**config.mk**
```make
export PLATFORM = sky130hd
export DESIGN_NAME = apb4_master_bridge_flat
export DESIGN_NICKNAME = d
export VERILOG_FILES = /design/src/rtl/apb4_master_bridge_pkg.sv /design/src/rtl/apb4_master_bridge_if.sv /design/src/rtl/apb4_bridge_timer.sv /design/src/rtl/apb4_master_bridge.sv /design/src/flat_wrapper.sv
export SDC_FILE = /design/constraint.sdc
export NUM_CORES = 1
export LEC_CHECK = 0
export ABC_CLOCK_PERIOD_IN_PS = 1700
export CORE_ASPECT_RATIO = 1.5
export CORE_UTILIZATION = 35
export DETAILED_ROUTE_END_ITERATION = 10
export PLACE_DENSITY_LB_ADDON = 0.12
export RECOVER_POWER = 25
export SYNTH_ARGS = -nofsm -noshare
export SYNTH_HDL_FRONTEND = slang
export SYNTH_SLANG_ARGS = --single-unit
```
**constraint.sdc**
```tcl
create_clock -name clk_i -period 1.7 [get_ports clk_i]
set_input_delay 0.34 -clock clk_i [delete_from_list [all_inputs] [get_ports clk_i]]
set_output_delay 0.34 -clock clk_i [all_outputs]
set_load 0.01 [all_outputs]
```
**src/rtl/apb4_master_bridge_pkg.sv**
```systemverilog
// Shared types and constants for the APB4 master bridge and its timeout timer.
package apb4_master_bridge_pkg;

  typedef enum logic [1:0] {
    IDLE   = 2'd0,
    SETUP  = 2'd1,
    ACCESS = 2'd2,
    RESP   = 2'd3
  } bridge_state_e;

  localparam logic [2:0] PPROT_DEFAULT = 3'b000;

  // Wide enough for the largest legal TIMEOUT of 65535.
  localparam int TIMER_WIDTH = 16;

endpackage

```
**src/rtl/apb4_master_bridge_if.sv**
```systemverilog
// APB4 bus between the bridge (master modport) and a completer (slave modport).
interface apb4_master_bridge_if #(
  parameter int ADDR_WIDTH = 32,
  parameter int DATA_WIDTH = 32
);

  logic [ADDR_WIDTH-1:0]   paddr_o;
  logic [2:0]              pprot_o;
  logic                    psel_o;
  logic                    penable_o;
  logic                    pwrite_o;
  logic [DATA_WIDTH-1:0]   pwdata_o;
  logic [DATA_WIDTH/8-1:0] pstrb_o;
  logic                    pready_i;
  logic [DATA_WIDTH-1:0]   prdata_i;
  logic                    pslverr_i;

  modport master (
    output paddr_o, pprot_o, psel_o, penable_o, pwrite_o, pwdata_o, pstrb_o,
    input  pready_i, prdata_i, pslverr_i
  );

  modport slave (
    input  paddr_o, pprot_o, psel_o, penable_o, pwrite_o, pwdata_o, pstrb_o,
    output pready_i, prdata_i, pslverr_i
  );

endinterface

```
**src/rtl/apb4_bridge_timer.sv**
```systemverilog
// Counts ACCESS cycles; expired_o flags the TIMEOUT-th ACCESS cycle of a transfer.
module apb4_bridge_timer
  import apb4_master_bridge_pkg::*;
#(
  parameter int unsigned TIMEOUT = 255
) (
  input  logic clk_i,
  input  logic rst_n_i,
  input  logic clear_i,
  input  logic count_i,
  output logic expired_o
);

  logic [TIMER_WIDTH-1:0] count_q;

  always_ff @(posedge clk_i) begin
    if (!rst_n_i || clear_i) begin
      count_q <= '0;
    end else if (count_i) begin
      count_q <= count_q + TIMER_WIDTH'(1);
    end
  end

  // count_q holds the ACCESS cycles already spent, so the current one is count_q+1.
  assign expired_o = count_i && (count_q == TIMER_WIDTH'(TIMEOUT - 1));

endmodule

```
**src/rtl/apb4_master_bridge.sv**
```systemverilog
// Request/response to APB4 master bridge with completer wait-state timeout.
module apb4_master_bridge
  import apb4_master_bridge_pkg::*;
#(
  parameter int          ADDR_WIDTH = 32,
  parameter int          DATA_WIDTH = 32,
  parameter int unsigned TIMEOUT    = 255
) (
  input  logic                    clk_i,
  input  logic                    rst_n_i,
  input  logic                    req_valid_i,
  output logic                    req_ready_o,
  input  logic                    req_write_i,
  input  logic [ADDR_WIDTH-1:0]   req_addr_i,
  input  logic [DATA_WIDTH-1:0]   req_wdata_i,
  input  logic [DATA_WIDTH/8-1:0] req_wstrb_i,
  input  logic [2:0]              req_prot_i,
  output logic                    resp_valid_o,
  input  logic                    resp_ready_i,
  output logic [DATA_WIDTH-1:0]   resp_rdata_o,
  output logic                    resp_err_o,
  output logic                    resp_timeout_o,
  apb4_master_bridge_if.master    apb
);

  bridge_state_e state_q, state_d;

  logic                    write_q;
  logic [ADDR_WIDTH-1:0]   addr_q;
  logic [DATA_WIDTH-1:0]   wdata_q;
  logic [DATA_WIDTH/8-1:0] wstrb_q;
  logic [2:0]              prot_q;
  logic [DATA_WIDTH-1:0]   rdata_q;
  logic                    err_q;
  logic                    tmo_q;
  logic                    live_q;
  logic                    accept;
  logic                    complete;
  logic                    abort;
  logic                    expired;
  logic                    bus_active;

  always_ff @(posedge clk_i) begin
    if (!rst_n_i) begin
      state_q <= IDLE;
    end else begin
      state_q <= state_d;
    end
  end

  always_comb begin
    state_d  = state_q;
    accept   = 1'b0;
    complete = 1'b0;
    abort    = 1'b0;
    case (state_q)
      IDLE: begin
        if (req_valid_i && live_q) begin
          accept  = 1'b1;
          state_d = SETUP;
        end
      end
      SETUP:  state_d = ACCESS;
      ACCESS: begin
        // A completing pready_i wins over a timeout landing in the same cycle.
        if (apb.pready_i) begin
          complete = 1'b1;
          state_d  = RESP;
        end else if (expired) begin
          abort   = 1'b1;
          state_d = RESP;
        end
      end
      RESP: begin
        if (resp_ready_i) begin
          state_d = IDLE;
        end
      end
      default: state_d = IDLE;
    endcase
  end

  // live_q keeps req_ready_o low until the first edge after reset is released.
  always_ff @(posedge clk_i) begin
    if (!rst_n_i) begin
      write_q <= 1'b0;
      addr_q  <= '0;
      wdata_q <= '0;
      wstrb_q <= '0;
      prot_q  <= PPROT_DEFAULT;
      rdata_q <= '0;
      err_q   <= 1'b0;
      tmo_q   <= 1'b0;
      live_q  <= 1'b0;
    end else begin
      live_q <= 1'b1;
      if (accept) begin
        write_q <= req_write_i;
        addr_q  <= req_addr_i;
        wdata_q <= req_wdata_i;
        wstrb_q <= req_wstrb_i;
        prot_q  <= req_prot_i;
      end
      if (complete) begin
        rdata_q <= write_q ? '0 : apb.prdata_i;
        err_q   <= apb.pslverr_i;
        tmo_q   <= 1'b0;
      end else if (abort) begin
        rdata_q <= '0;
        err_q   <= 1'b1;
        tmo_q   <= 1'b1;
      end
    end
  end

  apb4_bridge_timer #(
    .TIMEOUT(TIMEOUT)
  ) u_timer (
    .clk_i    (clk_i),
    .rst_n_i  (rst_n_i),
    .clear_i  (accept),
    .count_i  (state_q == ACCESS),
    .expired_o(expired)
  );

  assign bus_active     = (state_q == SETUP) || (state_q == ACCESS);
  assign req_ready_o    = (state_q == IDLE) && live_q;
  assign resp_valid_o   = (state_q == RESP);
  assign resp_rdata_o   = rdata_q;
  assign resp_err_o     = err_q;
  assign resp_timeout_o = tmo_q;

  assign apb.paddr_o   = addr_q;
  assign apb.pprot_o   = prot_q;
  assign apb.pwrite_o  = write_q;
  assign apb.psel_o    = bus_active;
  assign apb.penable_o = (state_q == ACCESS);
  assign apb.pwdata_o  = (bus_active && write_q) ? wdata_q : '0;
  assign apb.pstrb_o   = (bus_active && write_q) ? wstrb_q : '0;

endmodule
```
**src/flat_wrapper.sv**
```systemverilog
// flat-port wrapper written by rule: the top's interface ports become plain ports
module apb4_master_bridge_flat import apb4_master_bridge_pkg::*;
#(
  parameter int          ADDR_WIDTH = 32,
  parameter int          DATA_WIDTH = 32,
  parameter int unsigned TIMEOUT    = 255
)
  (clk_i, rst_n_i, req_valid_i, req_ready_o, req_write_i, req_addr_i, req_wdata_i, req_wstrb_i, req_prot_i, resp_valid_o, resp_ready_i, resp_rdata_o, resp_err_o, resp_timeout_o, apb_paddr_o, apb_pprot_o, apb_psel_o, apb_penable_o, apb_pwrite_o, apb_pwdata_o, apb_pstrb_o, apb_pready_i, apb_prdata_i, apb_pslverr_i);
  apb4_master_bridge_if #(.ADDR_WIDTH(ADDR_WIDTH), .DATA_WIDTH(DATA_WIDTH)) apb_i ();
  input  logic clk_i;
  input  logic rst_n_i;
  input  logic req_valid_i;
  output logic req_ready_o;
  input  logic req_write_i;
  input  logic [ADDR_WIDTH-1:0] req_addr_i;
  input  logic [DATA_WIDTH-1:0] req_wdata_i;
  input  logic [DATA_WIDTH/8-1:0] req_wstrb_i;
  input  logic [2:0] req_prot_i;
  output logic resp_valid_o;
  input  logic resp_ready_i;
  output logic [DATA_WIDTH-1:0] resp_rdata_o;
  output logic resp_err_o;
  output logic resp_timeout_o;
  output wire logic [$bits(apb_i.paddr_o)-1:0] apb_paddr_o;
  output wire logic [$bits(apb_i.pprot_o)-1:0] apb_pprot_o;
  output wire logic [$bits(apb_i.psel_o)-1:0] apb_psel_o;
  output wire logic [$bits(apb_i.penable_o)-1:0] apb_penable_o;
  output wire logic [$bits(apb_i.pwrite_o)-1:0] apb_pwrite_o;
  output wire logic [$bits(apb_i.pwdata_o)-1:0] apb_pwdata_o;
  output wire logic [$bits(apb_i.pstrb_o)-1:0] apb_pstrb_o;
  input wire logic [$bits(apb_i.pready_i)-1:0] apb_pready_i;
  input wire logic [$bits(apb_i.prdata_i)-1:0] apb_prdata_i;
  input wire logic [$bits(apb_i.pslverr_i)-1:0] apb_pslverr_i;
  assign apb_paddr_o = apb_i.paddr_o;
  assign apb_pprot_o = apb_i.pprot_o;
  assign apb_psel_o = apb_i.psel_o;
  assign apb_penable_o = apb_i.penable_o;
  assign apb_pwrite_o = apb_i.pwrite_o;
  assign apb_pwdata_o = apb_i.pwdata_o;
  assign apb_pstrb_o = apb_i.pstrb_o;
  assign apb_i.pready_i = apb_pready_i;
  assign apb_i.prdata_i = apb_prdata_i;
  assign apb_i.pslverr_i = apb_pslverr_i;
  apb4_master_bridge #(.ADDR_WIDTH(ADDR_WIDTH), .DATA_WIDTH(DATA_WIDTH), .TIMEOUT(TIMEOUT)) u_core (.clk_i(clk_i), .rst_n_i(rst_n_i), .req_valid_i(req_valid_i), .req_ready_o(req_ready_o), .req_write_i(req_write_i), .req_addr_i(req_addr_i), .req_wdata_i(req_wdata_i), .req_wstrb_i(req_wstrb_i), .req_prot_i(req_prot_i), .resp_valid_o(resp_valid_o), .resp_ready_i(resp_ready_i), .resp_rdata_o(resp_rdata_o), .resp_err_o(resp_err_o), .resp_timeout_o(resp_timeout_o), .apb(apb_i));
endmodule
```
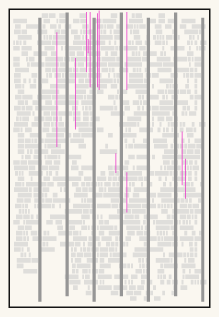
(run_1/layer_met4.png)
Drawn at 2 px/um. Supply wires on this layer in grey. Cells faint in the background.
- share of all routed wire: 2.1%
- nets with wire on the layer: 10
- main direction: vertical

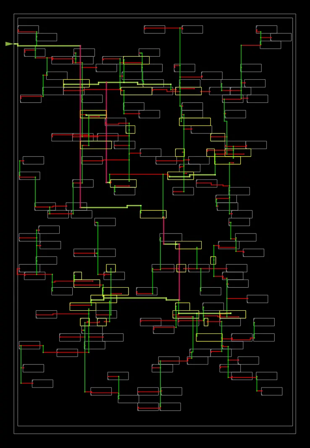
(run_1/clocks.png)
number of sequential cells in the layout: 125
total clock buffers created by CTS: 17
Clock Skew: 12.19 ps

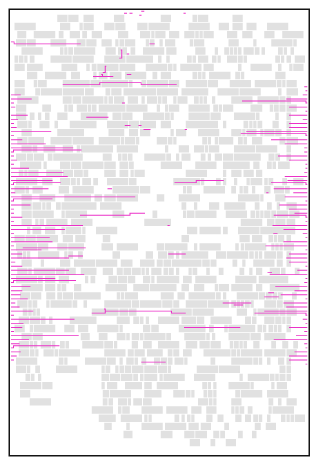
(run_1/layer_met3.png)
Drawn at 3 px/um. Cells faint in the background.
- main direction: horizontal
- share of all routed wire: 7.0%
- longest straight run: 41.2 um
GR met3 Demand/Resource: 6.250%
via count of the routed design: 5315
wirelength, routed: 16930 um

==> impl_metrics.xml, run 1 <==
<?xml version="1.0" encoding="UTF-8"?>
<metrics>
  <group name="timing">
    <metric name="timing.final.ws_setup" unit="ps">-266.1</metric>
    <metric name="final_number_of_setup_violating_endpoints" unit="">52</metric>
    <metric name="unrepaired_setup_endpoints_after_global_routing" unit="">yes</metric>
    <metric name="upper_clock_frequency_limit" unit="GHz">0.5086</metric>
    <metric name="max_slew_margin" unit="%">63.01</metric>
    <metric name="worst_hold_slack" unit="ps">450.1</metric>
  </group>
  <group name="detailed_routing">
    <metric name="top_layer_used" unit="">met4</metric>
    <metric name="detail_route.iter0.violations" unit="">168</metric>
    <metric name="m1WireLength" unit="um">6546</metric>
    <metric name="met2_wirelength" unit="um">8841</metric>
  </group>
  <group name="critical_path">
    <metric name="critical_path.slowest_cell" unit="">sky130_fd_sc_hd__dfxtp_2</metric>
    <metric name="required" unit="ps">1360</metric>
    <metric name="crit_end" unit="">apb_pwdata_o[9]</metric>
    <metric name="r2r.worst_path.cells" unit="">9</metric>
  </group>
  <group name="min_path">
    <metric name="hold_path.class" unit="">reg -&gt; reg</metric>
  </group>
  <group name="logic_synthesis">
    <metric name="synthTopCellsByArea" unit="">sky130_fd_sc_hd__dfxtp_1, sky130_fd_sc_hd__nand2_1, sky130_fd_sc_hd__a21oi_1</metric>
    <metric name="share_of_cell_area_taken_by_muxes_after_synthesis" unit="%">0</metric>
    <metric name="synthSimpleGateAreaFrac" unit="%">23.65</metric>
    <metric name="synth.yosys.warnings" unit="">0</metric>
    <metric name="synth.cellmix.xorXnorShare" unit="%">2.104</metric>
    <metric name="synth_adder_area_share" unit="%">1.253</metric>
    <metric name="top_cell" unit="">sky130_fd_sc_hd__nand2_1</metric>
  </group>
  <group name="global_route">
    <metric name="grtUsageTotal" unit="%">21.45</metric>
  </group>
  <group name="layout">
    <metric name="fin_nets" unit="">978</metric>
    <metric name="layout-drive-gt1-share" unit="%">19.06</metric>
  </group>
  <group name="run_status">
    <metric name="violations_in_the_final_reports" unit="">negative setup slack</metric>
    <metric name="result_of_the_run" unit="">complete, but fails checks</metric>
  </group>
  <group name="floorplanning">
    <metric name="design.core.area" unit="um2">13990</metric>
    <metric name="init_core_util" unit="%">35.70</metric>
  </group>
  <group name="placed_design">
    <metric name="gp_congestion" unit="">0.8034</metric>
    <metric name="place_area" unit="um2">7612</metric>
  </group>
  <group name="clock_network">
    <metric name="cts.reportedPaths.clkPinSlew" unit="ps">50</metric>
  </group>
</metrics>
run 1: worst min-delay path: stages (launching register included):
cell	delay, ps
sky130_fd_sc_hd__dfxtp_1	300
sky130_fd_sc_hd__nand2_1	50
sky130_fd_sc_hd__a21oi_1	50
run 1: routing by layer:
metal	track usage, %	vias up
li1	-	2627
met1	23.39	2474
met2	37.74	189
met3	6.250	25
met4	10.44	0
met5	0	-
run 1: through the flow:
step | worst slack, ps | utilization [%] | setup TNS (ps)
floorplan | 22.07 | - | 0
global placement | -171.1 | 54.40 | -6465
detailed placement | -230.5 | 54.40 | -9324
CTS | -261.3 | 59.57 | -9999
global route | -318.7 | 61.83 | -14430
finish | -266.1 | 61.85 | -9546
run 1: timing repair:
action                     in CTS  in global routing
pin swaps                      13                 32
gates resized                 177                 47
gates cloned                    5                  7
setup endpoints to repair      44                 91
setup buffers                   7                  5
run 1: layout make-up:
| type | instances | area, um2 |
|---|---|---|
| Sequential cell | 125 | 2505 |
| Inverter | 7 | 27.53 |
| Tap cell | 192 | 240.2 |
| Clock inverter | 12 | 162.7 |
| Multi-Input combinational cell | 436 | 2482 |
| Clock buffer | 20 | 456.7 |
| Fill cell | 1222 | 5338 |
| Antenna cell | 1 | 2.502 |
| Timing Repair Buffer | 276 | 2778 |
run 1: registers in the layout (all words and copies together), names as in the netlist:
register	cells
u_core.wstrb_q	4
u_core.apb.pwrite_o	1
u_core.apb.paddr_o	32
u_core.u_timer.count_q	16
u_core.wdata_q	32
u_core.resp_err_o	1
u_core.resp_rdata_o	32
u_core.resp_timeout_o	1
u_core.apb.pprot_o	3
u_core.state_q	2
u_core.live_q	1
run 1: power by group:
part	internal, W	total (W)	switching, W
Sequential	0.00323	0.00338	0.000155
Combinational	0.00176	0.00328	0.00152
Clock	0.00240	0.00375	0.00136
==> run 1 -> run 2 <==
--- a/config.mk
+++ b/config.mk
@@ -5,7 +5,6 @@
 export SDC_FILE = /design/constraint.sdc
 export NUM_CORES = 1
 export LEC_CHECK = 0
-export ABC_CLOCK_PERIOD_IN_PS = 1700
 export CORE_ASPECT_RATIO = 1.5
 export CORE_UTILIZATION = 35
 export DETAILED_ROUTE_END_ITERATION = 10
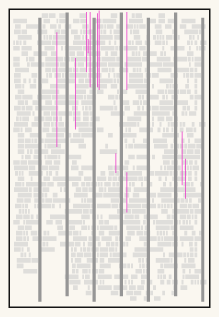
(run_2/layer_met4.png)
Drawn at 2 px/um. Supply wires on this layer in grey. Cells faint in the background.
- share of all routed wire: 2.1%
- longest straight run: 57.1 um
- wire length on this layer: 357 um

==> run 2 against run 1 <==
Net effect: the flow still finishes with violations (negative setup slack); global-route usage stayed put; critical path type unchanged; critical path depth stayed put; routed wire length stayed put; clock power hardly changed; highest routed layer unchanged; cell area stayed put; sequential cell count stayed put; register-to-register slack hardly changed; first-iteration DRC count stayed put; synthesized area stayed put; largest cell class unchanged; sequential share of layout area stayed put.
==> impl_metrics.xml, run 2 <==
<?xml version="1.0" encoding="UTF-8"?>
<metrics>
  <group name="global_route">
    <metric name="grt.met3_usage" unit="%">6.250</metric>
    <metric name="grt.met2_usage" unit="%">37.74</metric>
    <metric name="groute.layer.met1.usage" unit="%">23.39</metric>
  </group>
  <group name="logic_synthesis">
    <metric name="synthSimpleGateAreaFrac" unit="%">23.65</metric>
    <metric name="synth_adder_area_share" unit="%">1.253</metric>
    <metric name="synth.yosys.warnings" unit="">0</metric>
    <metric name="synth.cellmix.xorXnorShare" unit="%">2.104</metric>
    <metric name="synthTopCellsByArea" unit="">sky130_fd_sc_hd__dfxtp_1, sky130_fd_sc_hd__nand2_1, sky130_fd_sc_hd__a21oi_1</metric>
    <metric name="top_cell" unit="">sky130_fd_sc_hd__nand2_1</metric>
  </group>
  <group name="detailed_routing">
    <metric name="m1WireLength" unit="um">6546</metric>
    <metric name="met2_wirelength" unit="um">8841</metric>
    <metric name="finalWirelength" unit="um">16930</metric>
  </group>
  <group name="floorplanning">
    <metric name="init_core_util" unit="%">35.70</metric>
  </group>
  <group name="critical_path">
    <metric name="critical_path.slowest_cell" unit="">sky130_fd_sc_hd__dfxtp_2</metric>
  </group>
  <group name="layout">
    <metric name="utilization" unit="%">61.85</metric>
  </group>
  <group name="run_status">
    <metric name="result_of_the_run" unit="">complete, but fails checks</metric>
    <metric name="violations_in_the_final_reports" unit="">negative setup slack</metric>
  </group>
  <group name="clock_network">
    <metric name="postCtsSetupBuffers" unit="">7</metric>
    <metric name="postCtsResizedCells" unit="">177</metric>
  </group>
  <group name="timing">
    <metric name="upper_clock_frequency_limit" unit="GHz">0.5086</metric>
    <metric name="worst_hold_slack" unit="ps">450.1</metric>
    <metric name="final_number_of_setup_violating_endpoints" unit="">52</metric>
    <metric name="timing.final.ws_setup" unit="ps">-266.1</metric>
  </group>
  <group name="min_path">
    <metric name="hold_path.class" unit="">reg -&gt; reg</metric>
  </group>
  <group name="power">
    <metric name="netSwitchingFraction" unit="%">29.09</metric>
    <metric name="seq_power_share" unit="%">32.5</metric>
  </group>
</metrics>
==> run 2: cell counts in the layout (fill, tap and decap cells not counted) <==
Identical to the previous run, type by type.
==> run 2: logic make-up (layout without fill, tap and decap cells) <==
group / count (synthesis) / after routing
DFF: 125 / 125
and+or+nand+nor: 267 / 267
AOI/OAI and AO/OA: 152 / 152
adders and majority gates: 5 / 5
buffers and inverters: 58 / 315
xor gates and xnor gates: 12 / 12
other: 0 / 1
==> run 2: power by group through the flow <==
| stage | Combinational, W | Sequential [W] | Clock [W] |
|---|---|---|---|
| final | 0.00328 | 0.00338 | 0.00375 |
| after global placement | 0.00234 | 0.00343 | 0 |
| after floorplan | 0.00109 | 0.00350 | 0 |
| after global routing | 0.00353 | 0.00342 | 0.00394 |
| after detailed placement | 0.00240 | 0.00344 | 0 |
| after CTS | 0.00312 | 0.00338 | 0.00383 |
==> run 2: path summary, 6_finish.rpt <==
kind	from	end	slack [ps]	cells after the start
worst min-delay path	u_core.wdata_q[11]	u_core.wdata_q[11]	450	2
worst max register to register	u_core.state_q[0]	u_core.u_timer.count_q[6]	-80	9
worst max-delay path	u_core.state_q[0]	apb_pwdata_o[9]	-270	5
worst min register to register	u_core.wdata_q[11]	u_core.wdata_q[11]	450	2
==> run 2: layout make-up <==
type / instances / area (um2) / area share, %
Timing Repair Buffer: 276 / 2778 / 32.09
Sequential cell: 125 / 2505 / 28.94
Multi-Input combinational cell: 436 / 2482 / 28.68
Clock buffer: 20 / 456.7 / 5.277
Tap cell: 192 / 240.2 / 2.776
Clock inverter: 12 / 162.7 / 1.879
Inverter: 7 / 27.53 / 0.3181
Antenna cell: 1 / 2.502 / 0.02891
==> run 2: tightest hold or removal path: cells and delay by family, from the launching register on <==
kind               cells  cell delay, ps
AOI/OAI and AO/OA      1              50
and+or+nand+nor        1              50
DFF                    1             300
No activity file was given, so power comes from the tool's default toggle rates.
